<file path="src/rtl/multicycle_sequencer_if.sv">
// Control/status bundle between a multicycle sequencer and its datapath.
// The master drives the stage handshakes and redirect/halt requests; the slave reports state, PC and counters.
interface multicycle_sequencer_if #(
  parameter int XLEN    = 32,
  parameter int NSTAGES = 5
) ();
  localparam int SW = $clog2(NSTAGES + 1);

  logic               stage_done;
  logic               branch_taken;
  logic [XLEN-1:0]    branch_target;
  logic               halt_req;
  logic               resume;
  logic [SW-1:0]      state;
  logic [NSTAGES-1:0] stage_en;
  logic [XLEN-1:0]    pc;
  logic               wb_fire;
  logic               halted;
  logic [31:0]        retire_cnt;
  logic [31:0]        cycle_cnt;

  modport master (
    output stage_done, branch_taken, branch_target, halt_req, resume,
    input  state, stage_en, pc, wb_fire, halted, retire_cnt, cycle_cnt
  );

  modport slave (
    input  stage_done, branch_taken, branch_target, halt_req, resume,
    output state, stage_en, pc, wb_fire, halted, retire_cnt, cycle_cnt
  );
endinterface

</file>
<file path="src/rtl/multicycle_sequencer.sv">
// Multicycle instruction sequencer: steps one instruction through NSTAGES stages, then retires, branches or halts.
// Define MULTICYCLE_SEQUENCER_PERF_EN to build the retire/cycle performance counters.
module multicycle_sequencer #(
  parameter int                  XLEN      = 32,
  parameter int                  NSTAGES   = 5,
  parameter logic [NSTAGES-1:0]  WAIT_MASK = NSTAGES'(5'b01000),
  parameter logic [XLEN-1:0]     PC_RESET  = '0,
  parameter logic [XLEN-1:0]     PC_STEP   = XLEN'(4)
) (
  input logic                  clk,
  input logic                  rst,
  multicycle_sequencer_if.slave bus
);
  localparam int SW   = $clog2(NSTAGES + 1);
  localparam int PADW = 1 << SW;

  localparam logic [SW-1:0] S_FIRST = '0;
  localparam logic [SW-1:0] S_LAST  = SW'(NSTAGES - 1);
  localparam logic [SW-1:0] S_HALT  = SW'(NSTAGES);

  // Padded so it can be indexed by every state code, including HALT.
  localparam logic [PADW-1:0]    WAIT_PAD = PADW'(WAIT_MASK);
  localparam logic [NSTAGES-1:0] EN_ONE   = NSTAGES'(1);

  logic [SW-1:0]      state_r;
  logic [XLEN-1:0]    pc_r;
  logic               halted_r;
  logic [NSTAGES-1:0] stage_en_s;
  logic               adv_s;
  logic               wb_fire_s;

  // Stage strobe, advance condition and write-back fire; nothing fires while reset is held.
  always_comb begin
    stage_en_s = '0;
    adv_s      = 1'b0;
    wb_fire_s  = 1'b0;
    if (state_r != S_HALT) begin
      stage_en_s = EN_ONE << state_r;
      if (!WAIT_PAD[state_r] || bus.stage_done) begin
        adv_s = !rst;
      end else begin
        adv_s = 1'b0;
      end
      if (state_r == S_LAST) begin
        wb_fire_s = adv_s;
      end else begin
        wb_fire_s = 1'b0;
      end
    end else begin
      stage_en_s = '0;
      adv_s      = 1'b0;
      wb_fire_s  = 1'b0;
    end
  end

  // Stage sequencing, PC update at retirement, and HALT entry/exit.
  always_ff @(posedge clk) begin
    if (rst) begin
      state_r  <= S_FIRST;
      pc_r     <= PC_RESET;
      halted_r <= 1'b0;
    end else if (state_r == S_HALT) begin
      if (bus.resume) begin
        state_r  <= S_FIRST;
        halted_r <= 1'b0;
      end else begin
        state_r  <= state_r;
        halted_r <= 1'b1;
      end
    end else if (wb_fire_s) begin
      // A taken branch still lands in pc when the same retirement also halts.
      pc_r <= bus.branch_taken ? bus.branch_target : pc_r + PC_STEP;
      if (bus.halt_req) begin
        state_r  <= S_HALT;
        halted_r <= 1'b1;
      end else begin
        state_r  <= S_FIRST;
        halted_r <= 1'b0;
      end
    end else if (adv_s) begin
      state_r <= state_r + SW'(1);
    end else begin
      state_r <= state_r;
    end
  end

  assign bus.state    = state_r;
  assign bus.pc       = pc_r;
  assign bus.halted   = halted_r;
  assign bus.stage_en = stage_en_s;
  assign bus.wb_fire  = wb_fire_s;

`ifdef MULTICYCLE_SEQUENCER_PERF_EN
  logic [31:0] retire_cnt_r;
  logic [31:0] cycle_cnt_r;

  // Retired-instruction and non-halted-cycle counters, both free-running with wrap.
  always_ff @(posedge clk) begin
    if (rst) begin
      retire_cnt_r <= 32'd0;
      cycle_cnt_r  <= 32'd0;
    end else begin
      retire_cnt_r <= wb_fire_s ? retire_cnt_r + 32'd1 : retire_cnt_r;
      cycle_cnt_r  <= (state_r != S_HALT) ? cycle_cnt_r + 32'd1 : cycle_cnt_r;
    end
  end

  assign bus.retire_cnt = retire_cnt_r;
  assign bus.cycle_cnt  = cycle_cnt_r;
`else
  assign bus.retire_cnt = 32'd0;
  assign bus.cycle_cnt  = 32'd0;
`endif

endmodule

</file>
<file path="src/flat_wrapper.sv">
// flat-port wrapper written by rule: the top's interface ports become plain ports
module multicycle_sequencer_flat 
#(
  parameter int                  XLEN      = 32,
  parameter int                  NSTAGES   = 5,
  parameter logic [NSTAGES-1:0]  WAIT_MASK = NSTAGES'(5'b01000),
  parameter logic [XLEN-1:0]     PC_RESET  = '0,
  parameter logic [XLEN-1:0]     PC_STEP   = XLEN'(4)
)
  (clk, rst, bus_stage_done, bus_branch_taken, bus_branch_target, bus_halt_req, bus_resume, bus_state, bus_stage_en, bus_pc, bus_wb_fire, bus_halted, bus_retire_cnt, bus_cycle_cnt);
  multicycle_sequencer_if #(.XLEN(XLEN), .NSTAGES(NSTAGES)) bus_i ();
  input logic clk;
  input logic rst;
  input wire logic [$bits(bus_i.stage_done)-1:0] bus_stage_done;
  input wire logic [$bits(bus_i.branch_taken)-1:0] bus_branch_taken;
  input wire logic [$bits(bus_i.branch_target)-1:0] bus_branch_target;
  input wire logic [$bits(bus_i.halt_req)-1:0] bus_halt_req;
  input wire logic [$bits(bus_i.resume)-1:0] bus_resume;
  output wire logic [$bits(bus_i.state)-1:0] bus_state;
  output wire logic [$bits(bus_i.stage_en)-1:0] bus_stage_en;
  output wire logic [$bits(bus_i.pc)-1:0] bus_pc;
  output wire logic [$bits(bus_i.wb_fire)-1:0] bus_wb_fire;
  output wire logic [$bits(bus_i.halted)-1:0] bus_halted;
  output wire logic [$bits(bus_i.retire_cnt)-1:0] bus_retire_cnt;
  output wire logic [$bits(bus_i.cycle_cnt)-1:0] bus_cycle_cnt;
  assign bus_i.stage_done = bus_stage_done;
  assign bus_i.branch_taken = bus_branch_taken;
  assign bus_i.branch_target = bus_branch_target;
  assign bus_i.halt_req = bus_halt_req;
  assign bus_i.resume = bus_resume;
  assign bus_state = bus_i.state;
  assign bus_stage_en = bus_i.stage_en;
  assign bus_pc = bus_i.pc;
  assign bus_wb_fire = bus_i.wb_fire;
  assign bus_halted = bus_i.halted;
  assign bus_retire_cnt = bus_i.retire_cnt;
  assign bus_cycle_cnt = bus_i.cycle_cnt;
  multicycle_sequencer #(.XLEN(XLEN), .NSTAGES(NSTAGES), .WAIT_MASK(WAIT_MASK), .PC_RESET(PC_RESET), .PC_STEP(PC_STEP)) u_core (.clk(clk), .rst(rst), .bus(bus_i));
endmodule
</file>
<file path="config.mk">
export PLATFORM = sky130hd
export DESIGN_NAME = multicycle_sequencer_flat
export DESIGN_NICKNAME = d
export VERILOG_FILES = /design/src/rtl/multicycle_sequencer_if.sv /design/src/rtl/multicycle_sequencer.sv /design/src/flat_wrapper.sv
export SDC_FILE = /design/constraint.sdc
export NUM_CORES = 1
export LEC_CHECK = 0
export ABC_AREA = 1
export CAP_MARGIN = 10
export CORE_ASPECT_RATIO = 0.75
export CORE_MARGIN = 2
export CORE_UTILIZATION = 43
export CTS_CLUSTER_DIAMETER = 100
export DETAILED_ROUTE_END_ITERATION = 10
export HOLD_SLACK_MARGIN = 0.05
export MAX_ROUTING_LAYER = met4
export PLACE_DENSITY = 0.83
export SYNTH_ARGS = -nofsm -noshare
export SYNTH_HDL_FRONTEND = slang
export SYNTH_SLANG_ARGS = --single-unit
</file>
<file path="constraint.sdc">
create_clock -name clk -period 1.9 [get_ports clk]
set_input_delay 0.38 -clock clk [delete_from_list [all_inputs] [get_ports clk]]
set_output_delay 0.38 -clock clk [all_outputs]
set_load 0.05 [all_outputs]
</file>
==> images/floorplan.png <==
Pins as bars on the die edge. Tap cells in gray.
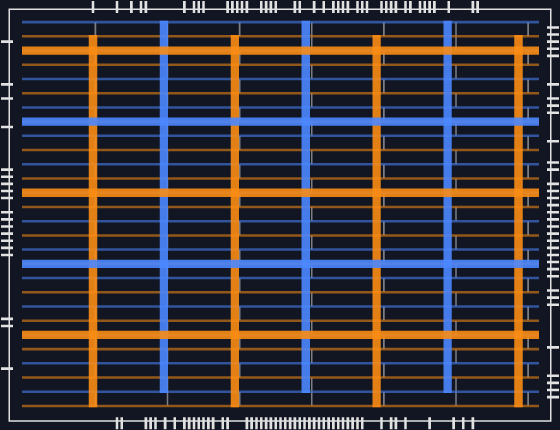
[VDD] blue
[VSS] orange
met4 straps: 7
met1 rails: 28
signal pins: 144
tap cells: 101
rows: 27
Die Span X: 103.3 um
DIE HEIGHT: 78.48 um
peak supply drop: 0.0003231 V
Core ar.: 0.007263 mm^2

==> images/m2.png <==
Scale bar: 20 um.
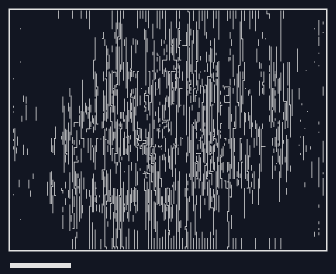
main direction: vertical
wire length on this layer: 4220 um
Via Count: 3431
met2 routing resource usage after global routing: 36.36%
overall routed net length: 9.157 mm

==> git commit body <==
Update PnR metrics after Yosys + OpenROAD run

- Result of the run: finished clean
* Placed wire-length estimate: between 7 and 8 mm
- For reference, the final report shows the max-slew violation count at 0.
- Final hold violations: 0
- Per the synthesis report, the single largest cell type by area occupies between 20% and 30% of cell area.
* Top-level I/O count: 144
- According to the floorplan report, the total die area is 0.008108 mm^2.
* Part of the total power dissipated in sequential elements: about 36%
- Number of gates resized after CTS: 0
* Top cells by instance count after synthesis: nand2_1, nor2_1, buf_4
- Summed area of non-filler cells in the final layout: 0.004111 mm^2
* Met3 capacity usage during global routing: roughly 4.4%
* Clock Pin Slew Worst Setup and Hold Paths: 0.08 ns
* Chip area from the yosys synthesis statistics: 0.003181 mm^2
* Total power of the final layout: 2.202 mW
- Seq/Total Area, Yosys: approximately a quarter
- Number of flops mapped to enable cells by yosys: 0
- The final weighted congestion recorded by global placement is between 0.9 and 1.
- The synthesized netlist contains 34 unique library cells.
* Drt first-iter violations: about 220
* Worst-margin pin slew: 0.5252 ns
cell type report:
cell class / count / share of cell area, %
Multi-Input combinational cell: 418 / 47.66
Tap cell: 101 / 3.074
Clock buffer: 5 / 1.674
Inverter: 44 / 4.078
Timing Repair Buffer: 103 / 23.68
Sequential cell: 37 / 18.26
Clock inverter: 3 / 1.582
registers in the layout, summed over array words and instances, names as in the netlist, named ones only:
name,flops
u_core.bus.pc,32
u_core.bus.state,3
u_core.bus.halted,1
cell families (layout without fill, tap and decap cells):
family          after synthesis  after routing  share of synthesized area, %
simple gates                296            296                         39.93
buf+inv                     121            155                         23.64
compound gates               50             50                         10.11
flops                        37             37                         23.29
fa+ha+maj                     6              6                         2.360
xor+xnor                      2              2                        0.5508
other cells                   1             64                        0.1179
cell usage in the layout, fill, tap and decap left out, types with 4 or more instances in the layout:
cell / Yosys / final
nor3_1: 4 / 4
a21oi_1: 10 / 10
o21ai_1: 4 / 4
inv_1: 40 / 38
buf_4: 64 / 55
nand2_1: 150 / 149
dfxtp_1: 37 / 33
nor2_1: 75 / 70
o21ai_0: 10 / 10
clkbuf_8: 0 / 5
ha_1: 6 / 4
a31oi_1: 9 / 9
conb_1: 1 / 64
buf_12: 0 / 8
nand3_1: 42 / 42
nand2_2: 12 / 12
inv_2: 3 / 4
nor2_2: 0 / 5
nand3b_1: 4 / 4
a21oi_2: 11 / 11
clkdlybuf4s50_1: 0 / 40
worst paths after layout:
path | depth (start not counted) | from | to | slack (ns)
min | 1 | u_core.bus.pc[2] | u_core.bus.pc[2] | 0.50
max | 1 | u_core.bus.pc[0] | bus_pc[0] | 0.06
max reg2reg | 12 | u_core.bus.state[0] | u_core.bus.pc[20] | 0.14
min reg2reg | 1 | u_core.bus.pc[2] | u_core.bus.pc[2] | 0.50
Power figures rest on the tool's default switching activity, not on a simulated workload.
